Design t_solve, sky130hd; sources not shown.
**Signal wires on met1**

The bar under the picture is 100 microns long. Supply wires on this layer in grey.
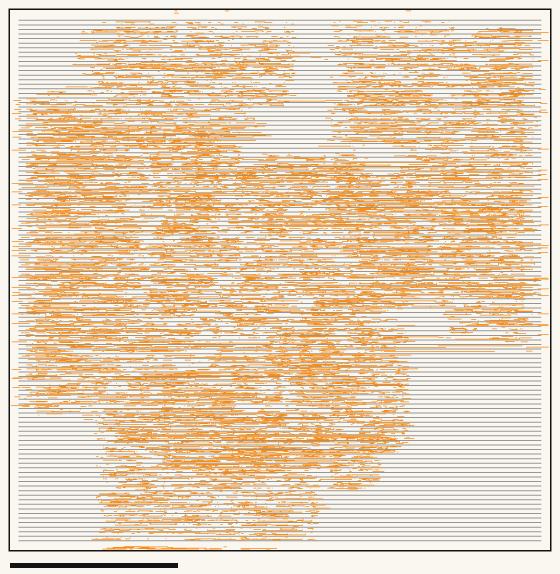
3948 nets have wire on it. The longest straight run is 94.3 microns. The layer carries 49.6 mm of wire. The wires run mostly horizontal. The layer holds 44% of the routed length.
detailed-route wire length: 112000 microns
Via Count: 27200
met1 Track Usage GR: 0.262

**M2 wires**

The bar under the picture is 100 microns long.
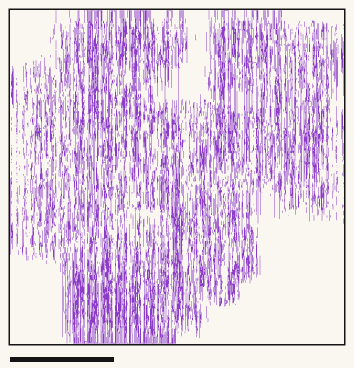
The wires run mostly vertical. The layer holds 49% of the routed length. 3796 nets have wire on it. The longest straight run is 134 microns.
GRT met2 Usage: 0.365

**Metal 3**

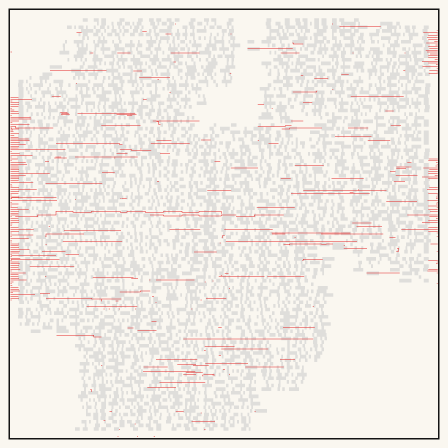
274 nets have wire on it. The longest straight run is 98.2 microns. The layer holds 3.7% of the routed length. The wires run mostly horizontal.
grt met3 use: 0.0308

==> run_results.csv <==
group,metric,value,unit
outcome,status,"finished clean",
sta,period_used_share,0.946,
placement,pre_cts_ws,0.162,ns
layout,dominant_cells,"combinational gates",
layout,fillCellCount,10900,
worst_setup_path,cp.required,6.17,ns
grt,grt_antenna_before_repair,9,
die,fp.coreArea,96600,sq um
die,num_io_pins,391,
die,tap-cell-count,1276,
synthesis,syn_area,28200,sq um
min_path,hp-class,"reg -> reg",
die,die_h,322,microns
sta,slew_violations,0,
clocking,cts_buffer_depth,3,
synthesis,synth-seq-cells,579,
synthesis,xor_area_frac,0.0391,
worst_setup_path,crit_fanout,19,
layout,lay_top_count,"nand2_1",
pwr,power.switching,9.36,mW
synthesis,top_logic_kind,"AND-OR/OR-AND gates",
sta,finalHoldViolCount,0,
min_path,worstHoldPathCells,2,
worst_setup_path,cp_common_cell,"a21oi_1",
pwr,powerClk,4.65,mW
synthesis,syn-num-nets,3966,
layout,layout-drive-gt1-share,0.0638,
synthesis,common_cells,"nand2_1, dfxtp_1, a21oi_1, nor2_1, clkbuf_1",
worst_setup_path,critPathKind,"reg -> reg",
clocking,ctsResizeCount,0,
layout,fin_util,0.369,
grt,grt_pass1_vias,28900,
pwr,p_sw_frac,0.455,
sta,setup_slack,0.309,ns
synthesis,synthCells,3599,
layout,final_cell_mix,"nand2_1, dfxtp_1, a21oi_1",
pwr,comb-power,10.7,mW
die,dieArea,103000,sq um
sta,max_freq,186,MHz
worst_setup_path,cp-start-kind,"flip-flop",
placement,dp_cells,5032,
synthesis,adder_share,0.0338,
grt,grt_max_degree,192,
sta,setup_violations,0,
synthesis,ys_seq_frac,0.411,
grt,top_usage_layer,"met2",
sta,setup_tns,0,ns
die,row_count,114,
worst_setup_path,r2r_slack,0.31,ns
synthesis,ys.warnings.count,0,
pwr,p_int,11.2,mW
layout,logic_area,15500,sq um
synthesis,ys.flop_type,"dfxtp_1",
drt,drt_iter0_drc,1559,
synthesis,yosys_area,28200,sq um
pwr,power.share.clock,0.226,
layout,num-nonclk-buffers,436,
worst_setup_path,path_buffers,4,
flow_run,warning_count,45,
layout,fin_area,35600,sq um
worst_setup_path,worst_path_max_delay_cell,"dfxtp_1",
placement,place_congestion,0.824,
pwr,peakVddDrop,384,uV
clocking,clock_sinks,579,
layout,comb-cell-share,0.434,
drt,routed-wl-met2,55100,microns
Power figures rest on the tool's default switching activity, not on a simulated workload.
